==> config.mk <==
export PLATFORM = sky130hd
export DESIGN_NAME = regbank_arbiter
export DESIGN_NICKNAME = d
export VERILOG_FILES = /design/src/rtl/regbank_arbiter_pkg.sv /design/src/rtl/regbank_arbiter.sv
export SDC_FILE = /design/constraint.sdc
export NUM_CORES = 1
export LEC_CHECK = 0
export CORE_MARGIN = 8
export CORE_UTILIZATION = 49
export CTS_BUF_LIST = sky130_fd_sc_hd__clkbuf_4 sky130_fd_sc_hd__clkbuf_8
export DETAILED_ROUTE_END_ITERATION = 6
export PLACE_DENSITY = 0.83
export SLEW_MARGIN = 20
export SYNTH_ARGS = -nofsm -noshare
export SYNTH_HDL_FRONTEND = slang
export SYNTH_SLANG_ARGS = --single-unit
==> constraint.sdc <==
create_clock -name clk -period 2.6 [get_ports clk]
set_clock_uncertainty 0.05 [all_clocks]
set_input_delay 0.78 -clock clk [delete_from_list [all_inputs] [get_ports clk]]
set_output_delay 0.78 -clock clk [all_outputs]
set_load 0.01 [all_outputs]
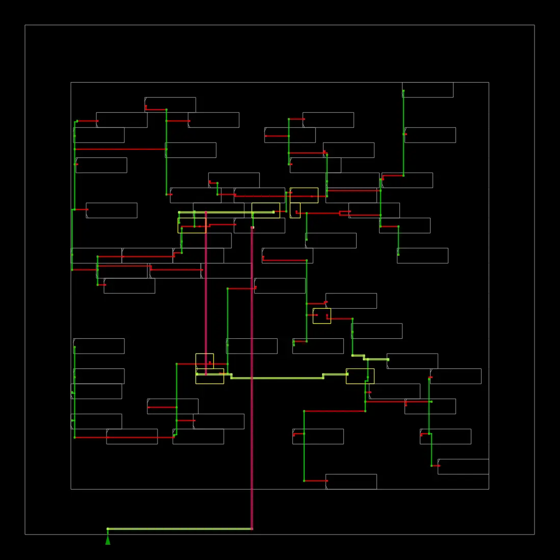
*The clock network, run 1*
flop count: 55
CTS Buf Count: 5
CTS sink cnt: 55

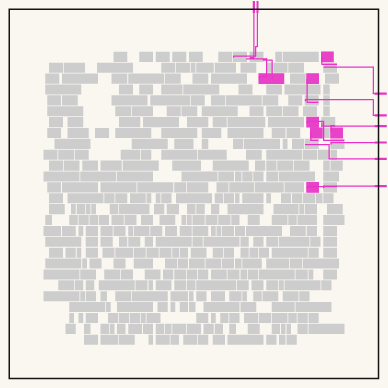
*Wires at chosen ports, followed through buffers, run 1*
Scale: 4 px per um.
magenta -> core_wdata  # bits 8, direction input, edge 6 right, 2 top, end cells 8, buffers 8, wire 194 um
boundary pin count: 85
port bufs: 84

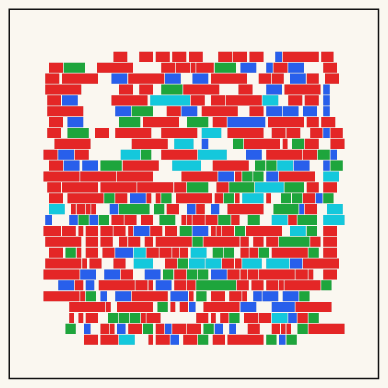
*Sizing map, run 1*
Scale: 4 px per um.
cyan -> drive 6 and up  # cells 25, share 6.5%, most used buf_6
red -> drive 1 or less  # cells 224, share 58%, most used dfrtp_1
blue -> drive 2  # cells 68, share 18%, most used mux2_2
green -> drive 3 to 4  # cells 67, share 17%, most used buf_4
Layout area overhead: 55.8%
cell area after layout: 4400 um^2
setup ws final: -223 ps
bufs w/o clock: 140

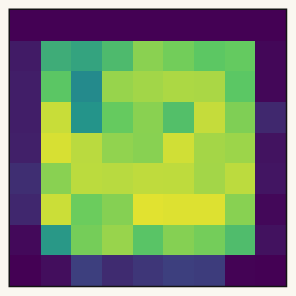
*Local utilization, run 1*
Scale: 3 px per um. The die is cut into 9 by 9 equal tiles; dark purple is low, yellow is high, 0 to 100% covered.
mean over tiles = 51%
fullest tile = 96%
tiles over 75% full = 46%
emptiest ninth of the die = upper left
end-of-flow core utilization: 79.5%
CORE AREA: 5540 um^2
fp_density: 51.0%

==> flow_summary.yaml, run 1 <==
# physical design summary
synth:
  yosys-top-cells-count: "dfrtp_1, nand2_1, xor2_1"
  synth_flops: 55
  syn_area_um2: 2830
  top_area_share_pct: 48.7
  synth.distinct_cells: 31
  ys.flop_type: "dfrtp_1"
  topCellsByArea: "dfrtp_1, mux2_2, xor2_1"
  ys_area_um2: 2830
  syn_avg_cell_area_um2: 11.6
  syn_inst: 243
  top_cell: "dfrtp_1"
  largest_area_cell: "dfrtp_1"
  async_flop_share_pct: 100
  edf_count: 0
  yosys_cells: 243
  synth_warnings: 0
  synth_nets: 290
power_and_ir_drop:
  p_per_area_nw_per_um2: 495
  power.leakage_uw: 0.00210
  fin_total_pwr_uw: 2180
  vdd_drop_max_mv: 0.388
route:
  vias_per_cell: 5.41
  routed_wl_um: 8790
  dr_total_vias: 2466
  drtPass1Iterations: 4
  drt_iter0_markers: 151
  ant_nets: 0
  wl_per_cell_um: 19.3
  drc: 0
clock_tree:
  cts-root-buf: "clkbuf_8"
  clkTransAtPathRegs_ps: 110
  cts_tree: "yes"
  htree_levels: 2
  insertion_delay_ps: 310
final_layout:
  layout_top_cell: "dfrtp_1"
  drive_above_1_share_pct: 41.7
  nNetsFinal: 430
  lay_top_cells: "dfrtp_1, clkdlybuf4s50_1, buf_4"
  nFillCells: 349
  diodes: 0
critical_path:
  critical_path_required_ps: 1770
  endpoint_kind: "output port"
  ff2ff_path_depth: 8
  cp_cell_sequence: "buf_8 -> nor4_4 -> o211a_4 -> buf_8 -> nand2_2 -> a31oi_1 -> buf_2"
  worst-path-max-fanout: 5
  cp-start-kind: "input port"
  critPathKind: "input port to output port"
  r2r_slack_ps: 410
  crit_path_frequent_cell: "buf_8"
  arrival_ps: 1990
  cpPeakStageDelay_ps: 330
final_timing:
  worst_pin_slew_ps: 459
  setup_viol: 19
  slew_viol_final: 0
  fin_crit_sh_pct: 109
  period_needed_ps: 2820
  slew_headroom_pct: 69.1
  max_freq_ghz: 0.354
  finalHoldViolCount: 0
  finalWorstSetupSlack_ps: -223
run_status:
  status: "finished with violations"
  violations: "negative setup slack"
worst_hold_path:
  hold_path.class: "register to register"
  holdPathStages: 1
placement:
  gp_congestion: 0.894
  hpwl_um: 5970
  place_ws_ps: -979
global_route:
  grt_use_total_pct: 20.5
  antenna_found_initial: 0
  grt_pass1_wl_um: 13900
  grt_max_degree: 33
  grt_overflow: 0
  first_global_vias: 2765
job:
  drv_cap: 0
  warnings: 28
floorplan:
  die_h_um: 92.0
  chip_area_um2: 8450
==> run 1: stage by stage <==
step,util (%),cells,hold slack [ps],instance area [um^2],TNS [ps]
after global placement,73.3,433,391,4060,-22720
final,79.5,456,427,4400,-2870
after global routing,79.5,456,438,4400,-3440
after floorplan,-,243,431,2830,0
after CTS,77.7,453,426,4310,-1520
after detailed placement,73.3,433,405,4060,-24420
==> run 1: cells by family (layout without fill, tap and decap cells) <==
kind of cell	count (synthesis)	count (layout)	synth area share (%)
DFF	55	55	48.7
muxes	41	41	17.5
xor gates and xnor gates	40	40	12.4
AOI/OAI and AO/OA	22	22	6.60
and+or+nand+nor	72	73	12.4
buffers and inverters	13	153	2.39
==> run 1: critical path: cells and delay by family <==
family,cells,cell delay (ps)
AND/OR/NAND/NOR,2,380
buffers and inverters,3,400
AND-OR/OR-AND,2,430
==> run 1: metal layers <==
layer,track usage (%),vias to the layer above,routed length [um]
met1,23.8,1212,3570
met5,0,-,0
met3,5.54,23,614
li1,-,1129,-
met2,34.5,102,4310
met4,9.66,0,291
==> run 1: final cells by class <==
| type | instances | area [um^2] | share of cell area (%) |
|---|---|---|---|
| sequential | 55 | 1380 | 31.3 |
| timing repair buffer | 140 | 1280 | 29.0 |
| timing repair inverter | 1 | 8.76 | 0.199 |
| tap | 72 | 90.1 | 2.05 |
| clock inverter | 3 | 22.5 | 0.512 |
| multi-input combinational | 176 | 1530 | 34.8 |
| inverter | 4 | 27.5 | 0.625 |
| clock buffer | 5 | 68.8 | 1.56 |
==> run 1: power breakdown <==
group	switching, uW	total (uW)	internal (uW)
registers	93.1	1050	962
clock network	291	485	194
logic	296	638	342
total	680	2180	1500
==> run 1: what timing repair did <==
action	CTS	global route
gates resized	138	27
setup endpoints to repair	36	44
cloned	4	0
buffers inserted	8	4
hold buffers	0	0
pin swaps	23	9
==> run 1 -> run 2 <==
- REMOVE_ABC_BUFFERS: default -> 1
==> run 2 against run 1 <==
Global-route usage decreased by 0.76 points. Highest routed layer unchanged. The run still ends with negative setup slack left. Critical endpoint is now mem_addr[2]. Largest cell class unchanged. Hold slack gained 12 ps. Critical path type unchanged. Routed wire length fell by 4.5%.
==> flow_summary.yaml, run 2 <==
# physical design summary
route:
  vias_per_cell: 5.28
  drtPass1Iterations: 4
  dr_total_vias: 2418
  routed_wl_um: 8390
  ant_nets: 0
clock_tree:
  cts_tree: "yes"
  cts-root-buf: "clkbuf_8"
  htree_levels: 2
critical_path:
  ff2ff_path_depth: 7
  critPathKind: "input port to output port"
  r2r_slack_ps: 400
  endpoint_kind: "output port"
synth:
  syn_inst: 243
  edf_count: 0
  yosys-top-cells-count: "dfrtp_1, nand2_1, xor2_1"
  topCellsByArea: "dfrtp_1, mux2_2, xor2_1"
  ys.flop_type: "dfrtp_1"
power_and_ir_drop:
  vdd_drop_max_mv: 0.327
  p_sw_uw: 674
placement:
  io_buffer_count: 84
  place_ws_ps: -984
floorplan:
  core_area_um2: 5540
  fp_util_pct: 51.0
final_timing:
  setup_viol: 16
  period_needed_ps: 2790
  fin_tns_setup_ps: -1490
  finalWorstSetupSlack_ps: -189
  slew_headroom_pct: 66.5
  fin_hold_ws_ps: 439
run_status:
  violations: "negative setup slack"
  status: "finished with violations"
final_layout:
  areaGrowthSynthToFinish_pct: 53.9
worst_hold_path:
  holdPathStages: 1
global_route:
  grt_use_total_pct: 19.8
  grt_max_degree: 21
==> run 2: cell counts after synthesis <==
Identical to the previous run, type by type.
==> run 2: layout make-up <==
| class | instances | area [um^2] |
|---|---|---|
| fill | 355 | 1190 |
| inverter | 4 | 20.0 |
| clock inverter | 3 | 23.8 |
| timing repair buffer | 144 | 1290 |
| tap | 72 | 90.1 |
| sequential | 55 | 1380 |
| clock buffer | 5 | 68.8 |
| multi-input combinational | 175 | 1480 |
==> run 2: per-layer routing <==
layer  vias up  wire [um]  global-route usage, %
li1       1138          -                      -
met1      1180       3540                   25.2
met3        12        559                   4.40
met5         -          0                      0
met4         0        156                   5.91
met2        88       4140                   32.7
==> run 2: logic make-up (layout without fill, tap and decap cells) <==
group | Yosys count | count (layout) | share of synthesized area, %
xor+xnor | 40 | 40 | 12.4
flops | 55 | 55 | 48.7
compound gates | 22 | 22 | 6.60
simple gates | 72 | 72 | 12.4
buf+inv | 13 | 156 | 2.39
mux | 41 | 41 | 17.5
==> run 2: what timing repair did <==
item                       4_1_cts  5_1_grt
hold buffers                     0        0
gates resized                  126       31
pin swaps                       18       10
setup endpoints to repair       32       38
setup buffers                    7        3
cloned                           1        1
==> run 2: stage by stage <==
step	util, %	std cells
detailed placement	74.5	438
global route	78.5	458
CTS	77.1	454
global placement	74.5	438
floorplan	-	234
finish	78.5	458
==> run 2: power groups by stage <==
stage                     registers [uW]  logic (uW)  clock network, uW
after floorplan                     1050         300                  0
after global routing                1070         660                535
after CTS                           1050         618                508
after detailed placement            1070         643                  0
final                               1060         606                487
after global placement              1060         631                  0
==> run 2: critical path, stage by stage <==
cell and delay, ps:
buf_6 100, buf_4 140, nor3_2 130, nand2_1 130, buf_4 170, buf_4 150
nor2_1 140, a31oi_2 60, buf_2 160
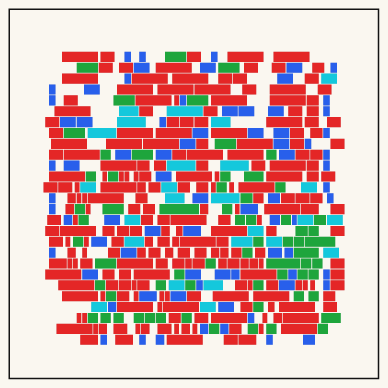
*Sizing map, run 2*
Scale: 4 px per um.
blue -> drive 2  # cells 75, share 19%, most used mux2_2
green -> drive 3 to 4  # cells 64, share 17%, most used buf_4
red -> drive 1 or less  # cells 222, share 58%, most used dfrtp_1
cyan -> drive 6 and up  # cells 25, share 6.5%, most used buf_6
bufs w/o clock: 144
cell area after layout: 4350 um^2
setup ws final: -189 ps

Power figures rest on the tool's default switching activity, not on a simulated workload.
